**Run 1: a small window of the routed layout**

Scale bar: 5 µm. Window x 80 to 100, y 80 to 100 µm. Cells in gray, sequential cells in the stronger gray; small squares are vias.
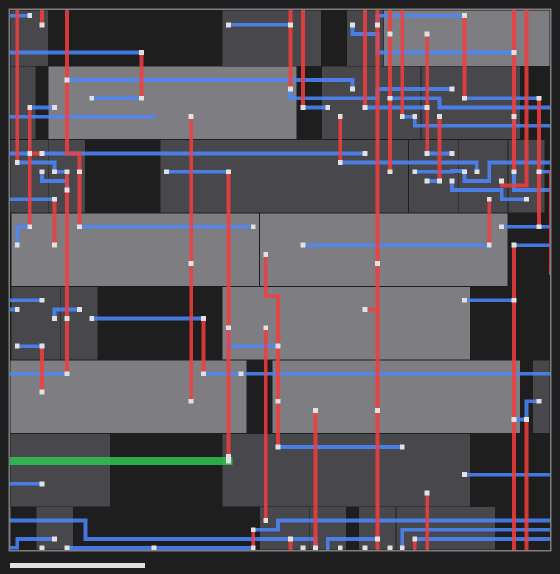
**Run 1: routing congestion**

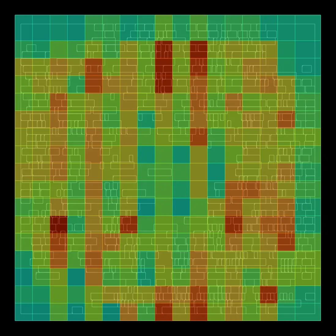
**Run 1: routed metal per tile**

24 x 24 tiles, from white (low) to dark blue (high), scaled to the fullest tile. Values are wire area over tile area, all layers added.
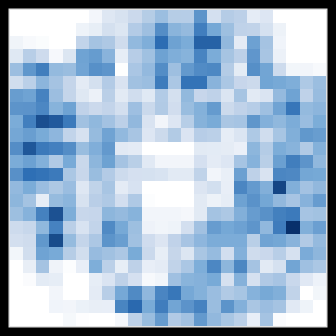
**Run 1: wiring by layer**

Scale bar: 20 µm. Two of the layers only.
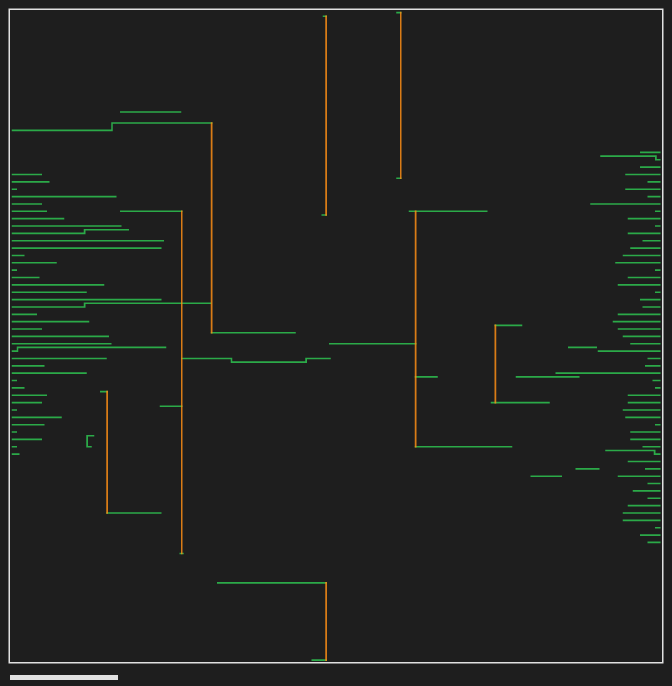
==> config.mk <==
export PLATFORM = sky130hd
export DESIGN_NAME = alu_op_sequencer
export DESIGN_NICKNAME = d
export VERILOG_FILES = /design/src/rtl/alu_op_sequencer.sv
export SDC_FILE = /design/constraint.sdc
export NUM_CORES = 1
export LEC_CHECK = 0
export CAP_MARGIN = 10
export CORE_MARGIN = 2
export CORE_UTILIZATION = 35
export DETAILED_ROUTE_END_ITERATION = 7
export GPL_TIMING_DRIVEN = 0
export PLACE_DENSITY = 0.73
export SLEW_MARGIN = 10
export SYNTH_ARGS = -nofsm -noshare
export SYNTH_HDL_FRONTEND = slang
export SYNTH_SLANG_ARGS = --single-unit
export TNS_END_PERCENT = 1
==> constraint.sdc <==
create_clock -name clk -period 4.6 [get_ports clk]
set_input_delay 0.92 -clock clk [delete_from_list [all_inputs] [get_ports clk]]
set_output_delay 0.92 -clock clk [all_outputs]
set_load 0.01 [all_outputs]
==> src/rtl/alu_op_sequencer.sv <==
// Sequences one ALU operation at a time: launches registered operands, waits a fixed
// settle time, captures the result and holds it under backpressure. Maintains an accumulator.
module alu_op_sequencer #(
    parameter int unsigned SETTLE_CYCLES = 2
) (
    input  logic        clk,
    input  logic        rst_n,
    input  logic        cmd_valid,
    output logic        cmd_ready,
    input  logic [3:0]  cmd_op,
    input  logic [15:0] cmd_a,
    input  logic [15:0] cmd_b,
    input  logic        cmd_use_acc,
    output logic [15:0] alu_input1,
    output logic [15:0] alu_input2,
    output logic [3:0]  alu_op_code,
    input  logic [31:0] alu_output1,
    input  logic [1:0]  alu_err_code,
    output logic        rsp_valid,
    input  logic        rsp_ready,
    output logic [31:0] rsp_data,
    output logic [1:0]  rsp_err,
    output logic [31:0] acc,
    input  logic        acc_clr,
    output logic [7:0]  err_count,
    output logic        busy
);

    typedef enum logic [1:0] {StIdle, StWait, StResp} state_e;

    localparam logic [3:0] CntLoad = 4'(SETTLE_CYCLES - 1);

    state_e      r_state, w_state_d;
    logic [3:0]  r_cnt;
    logic        r_run;
    logic [15:0] r_in1, r_in2;
    logic [3:0]  r_op;
    logic [31:0] r_rsp_data;
    logic [1:0]  r_rsp_err;
    logic [31:0] r_acc;
    logic [7:0]  r_err_cnt;

    logic w_accept;
    logic w_capture;

    // r_run keeps cmd_ready low while reset is held and until the first edge after release.
    assign cmd_ready   = (r_state == StIdle) && r_run;
    assign rsp_valid   = (r_state == StResp);
    assign busy        = (r_state != StIdle);
    assign w_accept    = cmd_valid && cmd_ready;
    assign w_capture   = (r_state == StWait) && (r_cnt == 4'd0);

    assign alu_input1  = r_in1;
    assign alu_input2  = r_in2;
    assign alu_op_code = r_op;
    assign rsp_data    = r_rsp_data;
    assign rsp_err     = r_rsp_err;
    assign acc         = r_acc;
    assign err_count   = r_err_cnt;

    always_comb begin
        w_state_d = r_state;
        unique case (r_state)
            StIdle:  if (w_accept) w_state_d = StWait;
            StWait:  if (w_capture) w_state_d = StResp;
            StResp:  if (rsp_ready) w_state_d = StIdle;
            default: w_state_d = StIdle;
        endcase
    end

    always_ff @(posedge clk or negedge rst_n) begin
        if (!rst_n) begin
            r_state <= StIdle;
            r_run   <= 1'b0;
        end else begin
            r_state <= w_state_d;
            r_run   <= 1'b1;
        end
    end

    always_ff @(posedge clk or negedge rst_n) begin
        if (!rst_n) begin
            r_cnt <= 4'd0;
            r_in1 <= 16'd0;
            r_in2 <= 16'd0;
            r_op  <= 4'd0;
        end else if (w_accept) begin
            r_cnt <= CntLoad;
            r_op  <= cmd_op;
            r_in2 <= cmd_b;
            // Operand taken from the pre-clear accumulator even if acc_clr is also high.
            r_in1 <= cmd_use_acc ? r_acc[15:0] : cmd_a;
        end else if ((r_state == StWait) && (r_cnt != 4'd0)) begin
            r_cnt <= r_cnt - 4'd1;
        end
    end

    always_ff @(posedge clk or negedge rst_n) begin
        if (!rst_n) begin
            r_rsp_data <= 32'd0;
            r_rsp_err  <= 2'd0;
        end else if (w_capture) begin
            r_rsp_data <= alu_output1;
            r_rsp_err  <= alu_err_code;
        end
    end

    always_ff @(posedge clk or negedge rst_n) begin
        if (!rst_n) begin
            r_acc     <= 32'd0;
            r_err_cnt <= 8'd0;
        end else begin
            if (acc_clr) begin
                r_acc <= 32'd0;
            end else if (w_capture && (alu_err_code == 2'd0)) begin
                r_acc <= alu_output1;
            end
            if (w_capture && (alu_err_code != 2'd0) && (r_err_cnt != 8'hFF)) begin
                r_err_cnt <= r_err_cnt + 8'd1;
            end
        end
    end

endmodule

==> impl_metrics.tcl, run 1 <==
# yosys + openroad results
set metrics [dict create \
    fmax_mhz 391 \
    ys.flops 117 \
    timing.final.crit_share 0.556 \
    cts_buffer_depth 2 \
    overflow 0 \
    leakage_nw 3.24 \
    fp_nets 519 \
    numPortBuffers 187 \
    diodes 0 \
    clkSlewWorstSetupHoldPaths_ps 50 \
    yosysWarnings 0 \
    reg2reg_to "err_count[1]" \
    power.group.top "combinational logic" \
    startpoint_type "register" \
    root_buffer "clkbuf_16" \
    power_switching_mw 1.33 \
    worstMarginPinSlew_ps 560 \
    synthesis.area_um2 4750 \
    dp_hpwl_mm 9.70 \
    finalSetupViolations 0 \
    top_cells_by_count "nand2_1 (147), dfrtp_1 (117), mux2_2 (34), a21oi_1 (33), o21ai_0 (17)" \
    outcome "finished clean" \
    endpoint_kind "primary output" \
    top_area_frac 0.616 \
    insertion_delay_ps 400 \
    num_rows 42 \
    routabilityCongestion 0.784 \
    async_flop_share 1.00 \
    cts_resized 0 \
    io-pin-count 189 \
    comb_area_um2 1710 \
    layout.nets 726 \
    synth.avg_cell_area_um2 10.8 \
    yosys_area_um2 4750 \
    ys_cells 440 \
    rsz0062_at_grt "no" \
    warnings 27 \
    setup_tns_ps 0 \
    grt_pass1_vias 4172 \
    viasPerCell 4.70 \
    coreArea_um2 13200 \
]
## Picture notes: 'a small window of the routed layout'
- blue: M1
- green: M3
- red: M2
- most frequent: nand2_1 (7), dfrtp_1 (7), a21oi_1 (4)
- sequential cells in the window: 7
- cells with their middle in the window: 26
- netlist names of flops here include: acc (4), alu_input1 (2)

## Picture notes: 'routing congestion'
Routed WL per cell: 15.8 µm
GRT met2 Usage: 0.319
gr usage total: 0.189

## Picture notes: 'routed metal per tile'
- mean over tiles: 0.15
- tiles over half the peak: 21%
- nearly empty tiles: 11%
DRT Wirelength: 13.2 mm
Via Count: 3912

## Picture notes: 'wiring by layer'
- orange: M4 (wire length 264 µm)
- green: M3 (wire length 942 µm)

[run 1: registers in the layout, summed over array words and instances, names as in the netlist]
| register | flops |
|---|---|
| r_cnt | 4 |
| r_run | 1 |
| r_state | 2 |
| alu_input2 | 16 |
| alu_input1 | 16 |
| acc | 32 |
| alu_op_code | 4 |
| err_count | 8 |
| rsp_data | 32 |
| rsp_err | 2 |
[run 1: routing by layer]
layer / wire length, µm / vias up / global-route usage / share of wire
met5: 0 / - / 0 / 0
met4: 263 / 0 / 0.0799 / 0.020
met3: 941 / 20 / 0.0599 / 0.071
met2: 6650 / 131 / 0.319 / 0.50
met1: 5320 / 1903 / 0.222 / 0.40
li1: - / 1858 / - / -
[run 1: cell families after synthesis]
group                      share of synthesized area
xor gates and xnor gates                      0.0184
DFF                                            0.616
adders and majority gates                    0.00790
buffers and inverters                         0.0242
and+or+nand+nor                                0.162
AOI/OAI and AO/OA                             0.0527
muxes                                          0.117
other                                       0.000789
[run 1: cell usage in the layout, fill, tap and decap left out, types with 9 or more instances in the layout]
cell type	count
mux2i_1	16
dfrtp_1	117
a21oi_1	33
clkbuf_1	16
nand2_1	147
clkbuf_16	17
mux2_2	34
buf_2	11
o21ai_0	17
clkdlybuf4s50_1	186
nand3_1	9
[run 1: worst register-to-register path, stage by stage (launching register included)]
cell and delay, ps:
dfrtp_1 370, inv_1 110, ha_1 170, or3b_4 420, nor3_4 280, and2_4 210
mux2_4 290
[run 1: area by class of cell]
type / instances / share of cell area
Tap cell: 176 / 0.0296
Clock inverter: 5 / 0.0101
Sequential cell: 117 / 0.394
Inverter: 4 / 0.00202
Buffer: 23 / 0.0135
Timing Repair Buffer: 188 / 0.256
Multi-Input combinational cell: 296 / 0.230
Clock buffer: 24 / 0.0648
--- run 2 (diff from run 1) ---
- clock period: 4.6 -> 2.4 ns (I/O delays scaled with it)
**Run 2: routing congestion**

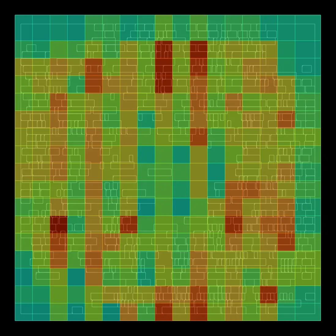
Util after Layout: 0.561
Most Used Layer, Global Route: met2

**Run 2: wiring by layer**

Scale bar: 20 µm. Two of the layers only.
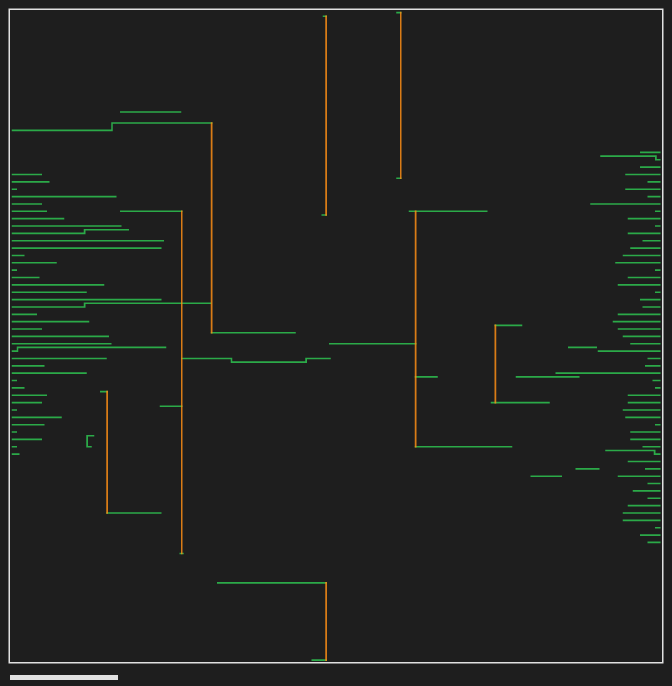
- orange: M4 (wire length 264 µm)
- green: M3 (wire length 942 µm)

==> impl_metrics.tcl, run 2 <==
# yosys + openroad results
set metrics [dict create \
    synth.avg_cell_area_um2 10.8 \
    numPortBuffers 187 \
    diodes 0 \
    rsz0062_at_grt "no" \
    finalSetupViolations 0 \
    cts_resized 0 \
    lay_top_count "clkdlybuf4s50_1" \
    dp_hpwl_mm 9.70 \
    root_buffer "clkbuf_16" \
    viasPerCell 4.70 \
    clkSlewWorstSetupHoldPaths_ps 50 \
    power.group.top "combinational logic" \
    insertion_delay_ps 400 \
    async_flop_share 1.00 \
    worstMarginPinSlew_ps 560 \
    fp_nets 519 \
    comb_area_um2 1710 \
    yosysWarnings 0 \
    coreArea_um2 13200 \
    endpoint_kind "primary output" \
    overflow 0 \
    io-pin-count 189 \
    num_rows 42 \
    cts_buffer_depth 2 \
    wl_per_cell_um 15.8 \
    leakage_nw 3.24 \
    fmax_mhz 472 \
    grt_pass1_vias 4172 \
    outcome "finished clean" \
]
-- run 2: cell counts in the layout (fill, tap and decap cells not counted) --
Identical to the previous run, type by type.
-- run 2: cells by family after synthesis --
kind of cell               after synthesis  synth area share
adders and majority gates                3           0.00790
DFF                                    117             0.616
muxes                                   51             0.117
AOI/OAI and AO/OA                       50            0.0527
other                                    1          0.000789
buffers and inverters                   27            0.0242
and+or+nand+nor                        181             0.162
xor gates and xnor gates                10            0.0184
-- run 2: final timing paths --
| check | start | end |
|---|---|---|
| max | r_state[0] | cmd_ready |
| max in group asynchronous | rst_n | alu_input1[9] |
| max reg2reg | r_cnt[0] | err_count[1] |
| min in group clk | alu_input2[0] | alu_input2[0] |
| min | rst_n | err_count[7] |
| min reg2reg | alu_input2[0] | alu_input2[0] |
-- run 2: area by class of cell --
type                       instances  area share
sequential                       117       0.394
timing repair buffer             188       0.256
multi-input combinational        296       0.230
clock buffer                      24      0.0648
tap                              176      0.0296
buffer                            23      0.0135
clock inverter                     5      0.0101
inverter                           4     0.00202
-- run 2: metal layers --
layer | wire (µm) | up-vias | track usage | share of wire
met5 | 0 | - | 0 | 0
li1 | - | 1858 | - | -
met2 | 6650 | 131 | 0.319 | 0.50
met4 | 263 | 0 | 0.0799 | 0.020
met1 | 5320 | 1903 | 0.222 | 0.40
met3 | 941 | 20 | 0.0599 | 0.071
-- run 2: metrics by stage --
stage	util	cell area [µm²]	power [mW]	hold slack, ps
3_3_place_gp	0.517	6840	6.12	461
6_report	0.561	7430	8.59	42.6
2_1_floorplan	-	4750	4.40	184
4_1_cts	0.561	7430	8.70	55.9
3_5_place_dp	0.519	6870	6.24	465
5_1_grt	0.561	7430	9.05	85.6
Power and IR drop assume default switching activity.
